m1.png
Cells faint in the background.
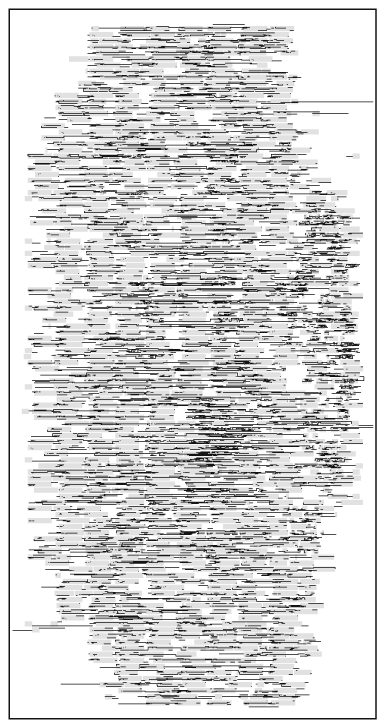
m2.png
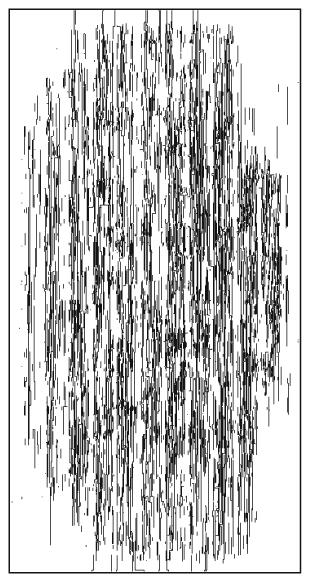
m4.png
Cells faint in the background.
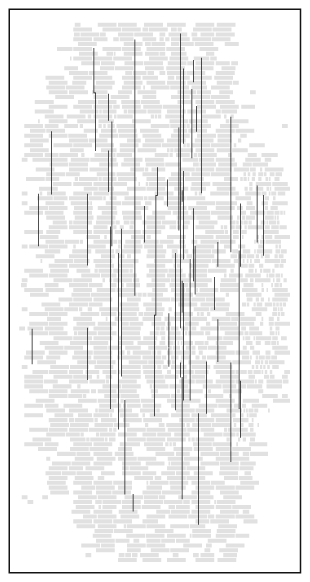
<file path="src/rtl/wb_trace_uart.sv">
// ---------------------------------------------------------------------------
// wb_trace_uart
// Debug trace tap on the writeback stage. Every architectural register write
// (rd != x0) is pushed into a small FIFO and then sent out as a 6-byte UART
// 8N1 frame: 0xA5, {3'b000,rd}, data[31:24], data[23:16], data[15:8],
// data[7:0]. The core is never stalled: events arriving while the FIFO is full
// are dropped and the sticky overflow flag is raised.
//
// Ports
//   clk            system clock, all state on the rising edge
//   resetn         asynchronous active-low reset (aborts a frame in flight)
//   enable         1 = capture writeback events, 0 = ignore new events
//   wb_valid       writeback register-write enable
//   wb_rd          writeback destination register
//   wb_data        writeback data
//   clear_overflow synchronous clear of the overflow flag
//   uart_tx        UART serial output, idle high, driven from a flop
//   busy           high while a frame is being transmitted
//   fifo_level     FIFO occupancy, 0 .. 2**FIFO_AW
//   fifo_full      fifo_level == 2**FIFO_AW
//   overflow       sticky: at least one event was dropped
// ---------------------------------------------------------------------------
module wb_trace_uart #(
    parameter int CLKS_PER_BIT = 434,
    parameter int FIFO_AW      = 4
) (
    input  logic               clk,
    input  logic               resetn,
    input  logic               enable,
    input  logic               wb_valid,
    input  logic [4:0]         wb_rd,
    input  logic [31:0]        wb_data,
    input  logic               clear_overflow,
    output logic               uart_tx,
    output logic               busy,
    output logic [FIFO_AW:0]   fifo_level,
    output logic               fifo_full,
    output logic               overflow
);

    localparam int DEPTH = 2 ** FIFO_AW;
    localparam int CNT_W = (CLKS_PER_BIT > 1) ? $clog2(CLKS_PER_BIT) : 1;

    localparam logic [CNT_W-1:0]   CNT_ZERO    = CNT_W'(0);
    localparam logic [CNT_W-1:0]   CNT_ONE     = CNT_W'(1);
    localparam logic [CNT_W-1:0]   CNT_LAST    = CNT_W'(CLKS_PER_BIT - 1);
    localparam logic [FIFO_AW:0]   LEVEL_EMPTY = (FIFO_AW + 1)'(0);
    localparam logic [FIFO_AW:0]   LEVEL_ONE   = (FIFO_AW + 1)'(1);
    localparam logic [FIFO_AW:0]   LEVEL_FULL  = (FIFO_AW + 1)'(DEPTH);
    localparam logic [FIFO_AW-1:0] PTR_ZERO    = FIFO_AW'(0);
    localparam logic [FIFO_AW-1:0] PTR_ONE     = FIFO_AW'(1);
    localparam logic [7:0]         SYNC_BYTE   = 8'hA5;
    localparam logic [2:0]         LAST_BIT    = 3'd7;
    localparam logic [2:0]         LAST_BYTE   = 3'd5;

    typedef enum logic [1:0] {
        ST_IDLE  = 2'd0,
        ST_START = 2'd1,
        ST_DATA  = 2'd2,
        ST_STOP  = 2'd3
    } state_t;

    // Selects byte idx (0..5) of the frame for a latched {rd,data} entry.
    function automatic logic [7:0] frame_byte(input logic [2:0] idx, input logic [36:0] entry);
        logic [7:0] b;
        case (idx)
            3'd0:    b = SYNC_BYTE;
            3'd1:    b = {3'b000, entry[36:32]};
            3'd2:    b = entry[31:24];
            3'd3:    b = entry[23:16];
            3'd4:    b = entry[15:8];
            3'd5:    b = entry[7:0];
            default: b = SYNC_BYTE;
        endcase
        return b;
    endfunction

    // FIFO storage and bookkeeping
    logic [36:0]        mem_r [DEPTH];
    logic [FIFO_AW-1:0] wr_ptr_r;
    logic [FIFO_AW-1:0] rd_ptr_r;
    logic [FIFO_AW:0]   level_r;
    logic               overflow_r;

    logic               fifo_full_s;
    logic               event_s;
    logic               push_s;
    logic               drop_s;
    logic               pop_s;
    logic [36:0]        head_s;

    // Transmitter state
    state_t             state_r,    state_nx_s;
    logic [CNT_W-1:0]   baud_cnt_r, baud_cnt_nx_s;
    logic [2:0]         bit_idx_r,  bit_idx_nx_s;
    logic [2:0]         byte_idx_r, byte_idx_nx_s;
    logic [7:0]         shift_r,    shift_nx_s;
    logic [36:0]        entry_r,    entry_nx_s;
    logic               tx_r,       tx_nx_s;
    logic               busy_r,     busy_nx_s;
    logic               baud_last_s;

    assign fifo_full_s = (level_r == LEVEL_FULL);
    assign event_s     = enable & wb_valid & (wb_rd != 5'd0);
    // A full FIFO drops the event even if the transmitter pops on the same
    // edge: fullness is judged on the value before the edge.
    assign push_s      = event_s & ~fifo_full_s;
    assign drop_s      = event_s & fifo_full_s;
    assign pop_s       = (state_r == ST_IDLE) && (level_r != LEVEL_EMPTY);
    assign head_s      = mem_r[rd_ptr_r];
    assign baud_last_s = (baud_cnt_r == CNT_LAST);

    assign uart_tx    = tx_r;
    assign busy       = busy_r;
    assign fifo_level = level_r;
    assign fifo_full  = fifo_full_s;
    assign overflow   = overflow_r;

    // FIFO payload write; contents need no reset since the pointers gate reads.
    always_ff @(posedge clk) begin
        if (push_s) begin
            mem_r[wr_ptr_r] <= {wb_rd, wb_data};
        end
    end

    // FIFO pointers, occupancy and sticky overflow flag.
    always_ff @(posedge clk or negedge resetn) begin
        if (!resetn) begin
            wr_ptr_r   <= PTR_ZERO;
            rd_ptr_r   <= PTR_ZERO;
            level_r    <= LEVEL_EMPTY;
            overflow_r <= 1'b0;
        end else begin
            if (push_s) begin
                wr_ptr_r <= wr_ptr_r + PTR_ONE;
            end
            if (pop_s) begin
                rd_ptr_r <= rd_ptr_r + PTR_ONE;
            end
            case ({push_s, pop_s})
                2'b10:   level_r <= level_r + LEVEL_ONE;
                2'b01:   level_r <= level_r - LEVEL_ONE;
                default: level_r <= level_r;
            endcase
            // A drop in the same cycle beats a clear request.
            if (drop_s) begin
                overflow_r <= 1'b1;
            end else if (clear_overflow) begin
                overflow_r <= 1'b0;
            end
        end
    end

    // Transmitter state register; uart_tx and busy come straight from flops.
    always_ff @(posedge clk or negedge resetn) begin
        if (!resetn) begin
            state_r    <= ST_IDLE;
            baud_cnt_r <= CNT_ZERO;
            bit_idx_r  <= 3'd0;
            byte_idx_r <= 3'd0;
            shift_r    <= 8'h00;
            entry_r    <= 37'd0;
            tx_r       <= 1'b1;
            busy_r     <= 1'b0;
        end else begin
            state_r    <= state_nx_s;
            baud_cnt_r <= baud_cnt_nx_s;
            bit_idx_r  <= bit_idx_nx_s;
            byte_idx_r <= byte_idx_nx_s;
            shift_r    <= shift_nx_s;
            entry_r    <= entry_nx_s;
            tx_r       <= tx_nx_s;
            busy_r     <= busy_nx_s;
        end
    end

    // Transmitter next-state logic: one start bit, 8 data bits LSB first, one
    // stop bit per byte; bytes of a frame follow each other with no gap.
    always_comb begin
        state_nx_s    = state_r;
        baud_cnt_nx_s = baud_cnt_r;
        bit_idx_nx_s  = bit_idx_r;
        byte_idx_nx_s = byte_idx_r;
        shift_nx_s    = shift_r;
        entry_nx_s    = entry_r;
        tx_nx_s       = tx_r;
        busy_nx_s     = busy_r;

        case (state_r)
            ST_IDLE: begin
                if (pop_s) begin
                    entry_nx_s    = head_s;
                    byte_idx_nx_s = 3'd0;
                    shift_nx_s    = SYNC_BYTE;
                    baud_cnt_nx_s = CNT_ZERO;
                    tx_nx_s       = 1'b0;
                    busy_nx_s     = 1'b1;
                    state_nx_s    = ST_START;
                end else begin
                    tx_nx_s   = 1'b1;
                    busy_nx_s = 1'b0;
                end
            end

            ST_START: begin
                if (baud_last_s) begin
                    baud_cnt_nx_s = CNT_ZERO;
                    bit_idx_nx_s  = 3'd0;
                    tx_nx_s       = shift_r[0];
                    state_nx_s    = ST_DATA;
                end else begin
                    baud_cnt_nx_s = baud_cnt_r + CNT_ONE;
                end
            end

            ST_DATA: begin
                if (baud_last_s) begin
                    baud_cnt_nx_s = CNT_ZERO;
                    if (bit_idx_r == LAST_BIT) begin
                        tx_nx_s    = 1'b1;
                        state_nx_s = ST_STOP;
                    end else begin
                        // shift_r[0] is on the line; shift_r[1] goes next.
                        bit_idx_nx_s = bit_idx_r + 3'd1;
                        shift_nx_s   = {1'b0, shift_r[7:1]};
                        tx_nx_s      = shift_r[1];
                    end
                end else begin
                    baud_cnt_nx_s = baud_cnt_r + CNT_ONE;
                end
            end

            ST_STOP: begin
                if (baud_last_s) begin
                    baud_cnt_nx_s = CNT_ZERO;
                    if (byte_idx_r == LAST_BYTE) begin
                        tx_nx_s    = 1'b1;
                        busy_nx_s  = 1'b0;
                        state_nx_s = ST_IDLE;
                    end else begin
                        byte_idx_nx_s = byte_idx_r + 3'd1;
                        shift_nx_s    = frame_byte(byte_idx_r + 3'd1, entry_r);
                        tx_nx_s       = 1'b0;
                        state_nx_s    = ST_START;
                    end
                end else begin
                    baud_cnt_nx_s = baud_cnt_r + CNT_ONE;
                end
            end

            default: begin
                baud_cnt_nx_s = CNT_ZERO;
                tx_nx_s       = 1'b1;
                busy_nx_s     = 1'b0;
                state_nx_s    = ST_IDLE;
            end
        endcase
    end

endmodule

</file>
<file path="config.mk">
export PLATFORM = sky130hd
export DESIGN_NAME = wb_trace_uart
export DESIGN_NICKNAME = d
export VERILOG_FILES = /design/src/rtl/wb_trace_uart.sv
export SDC_FILE = /design/constraint.sdc
export NUM_CORES = 1
export LEC_CHECK = 0
export CAP_MARGIN = 30
export CORE_ASPECT_RATIO = 2
export CORE_MARGIN = 5
export CORE_UTILIZATION = 56
export DETAILED_ROUTE_END_ITERATION = 8
export PLACE_DENSITY = 0.73
export RECOVER_POWER = 25
export SETUP_SLACK_MARGIN = 0.3
export SLEW_MARGIN = 5
export SYNTH_ARGS = -nofsm -noshare
export SYNTH_HDL_FRONTEND = slang
export SYNTH_SLANG_ARGS = --single-unit
export TNS_END_PERCENT = 5
</file>
<file path="constraint.sdc">
create_clock -name clk -period 7.4 [get_ports clk]
set_input_delay 1.11 -clock clk [delete_from_list [all_inputs] [get_ports clk]]
set_output_delay 1.11 -clock clk [all_outputs]
set_load 0.01 [all_outputs]
</file>
==> summary.txt <==
Main metrics from the flow reports.

The first global-routing pass estimated 84,900 µm of wire. The layout clock buffer count is 69. Traced cell by cell, the critical path runs through dlygate4sd3_1 -> or4_1 -> o211ai_1 -> buf_4 -> nor2_1 -> inv_1 -> ha_1 -> xor2_1 -> ha_1 -> a211o_1 -> nand3_1 -> a21oi_1 -> xnor2_1. The number of enable-type register cells in the synthesized netlist came out at just under 600. The part of the total power dissipated in the clock network came out at 0.388. The count of endpoints failing setup in the final report is 0. Summed over all instances, the cell type with the most area after synthesis is sky130_fd_sc_hd__edfxtp_1.

The source of the critical timing path is wb_rd[0]. The worst relative slew slack came out at 0.206. The pin count of the biggest net entering global routing came out at slightly above 80. The power share of the combinational group is 0.053. The total area of multi-input combinational cells came out at 6290 µm². The clock skew came out at 0.0104 ns.

By instance count, the cell type seen most on the critical path is sky130_fd_sc_hd__ha_1. Signal nets in the final route climb as high as met4. The mean number of vias per cell is 6.31. The core region area came out at 46,700 µm². The multi-input gate share of total cell area is 0.213.

The worst register-to-register path has a setup slack of 4.11 ns. After routing the design area is 29,500 µm². The warning total across the stage logs came out at 40.

Setup repair after global routing left no endpoint under its margin. The worst IR drop on VDD came out at 0.000247 V. The first-pass detailed-route iteration total came out at 5.

The power report lists the combinational group at 414 µW. The flow ran to the end, and the final reports show no timing, DRC or antenna violations. Compared with the post-synthesis result, the final layout area differs by 11.9%.

The post-route minimum period came out at 4.12 ns. The sum of met2 wire segment lengths after detailed routing came out at 30,700 µm. The overall overflow remaining after global route is 0. The largest share of the power goes to registers.

In the global route stage, overall resource usage came out at 0.221. The count of sequential standard cells came out at 670. The combined flip-flop and latch cell area came out at between 15,000 and 20,000 µm².

The number of buffers created by CTS came out at around 54. TritonCTS built the clock tree. Looking at the reg2reg group, the worst path ends at fifo_level[4]. The data-path buffer share of cell area in the final layout is 0.0262. The number of cells on the worst reg-to-reg path is 11.

The non-clock buffer instance count of the final layout is about 80. The root buffer selected by CTS is sky130_fd_sc_hd__clkbuf_16. The floorplan die width came out at 164 µm. The number of cell instances after yosys synthesis came out at about 1,300. The script extracted a net switching power of 1640 µW. As logged by OpenROAD, the buffers inserted on ports number 50.

The power density over cell area is 266 nW/µm².
## Picture notes: m1.png
share of all routed wire	35%
wire length on this layer	19,600 µm
nets with wire on the layer	1,338
main direction	horizontal
detailed-route wire length: 55,600 µm
via total after detailed routing: 12,800
met1 Usage GRT: 0.268

## Picture notes: m2.png
longest straight run	103 µm
nets with wire on the layer	1,275
main direction	vertical
share of all routed wire	55%
global-route track usage on met2: 0.405

## Picture notes: m4.png
main direction	vertical
share of all routed wire	4.3%
wire length on this layer	2,380 µm
nets with wire on the layer	31
longest straight run	166 µm

-- kinds of logic after synthesis --
| kind of cell | after synthesis | share of synthesized area |
|---|---|---|
| AND-OR/OR-AND | 197 | 0.0485 |
| XOR/XNOR | 16 | 0.00559 |
| adder cells (fa/ha/maj) | 23 | 0.0109 |
| buffers and inverters | 90 | 0.0159 |
| flip-flops | 670 | 0.747 |
| multiplexers | 208 | 0.152 |
| AND/OR/NAND/NOR | 86 | 0.0196 |
-- metrics by stage --
stage | utilization | power, µW
2_1_floorplan | - | 4670
3_3_place_gp | 0.591 | 4870
3_5_place_dp | 0.592 | 4900
4_1_cts | 0.633 | 7920
5_1_grt | 0.633 | 8110
6_report | 0.633 | 7860
No activity file was given, so power comes from the tool's default toggle rates.
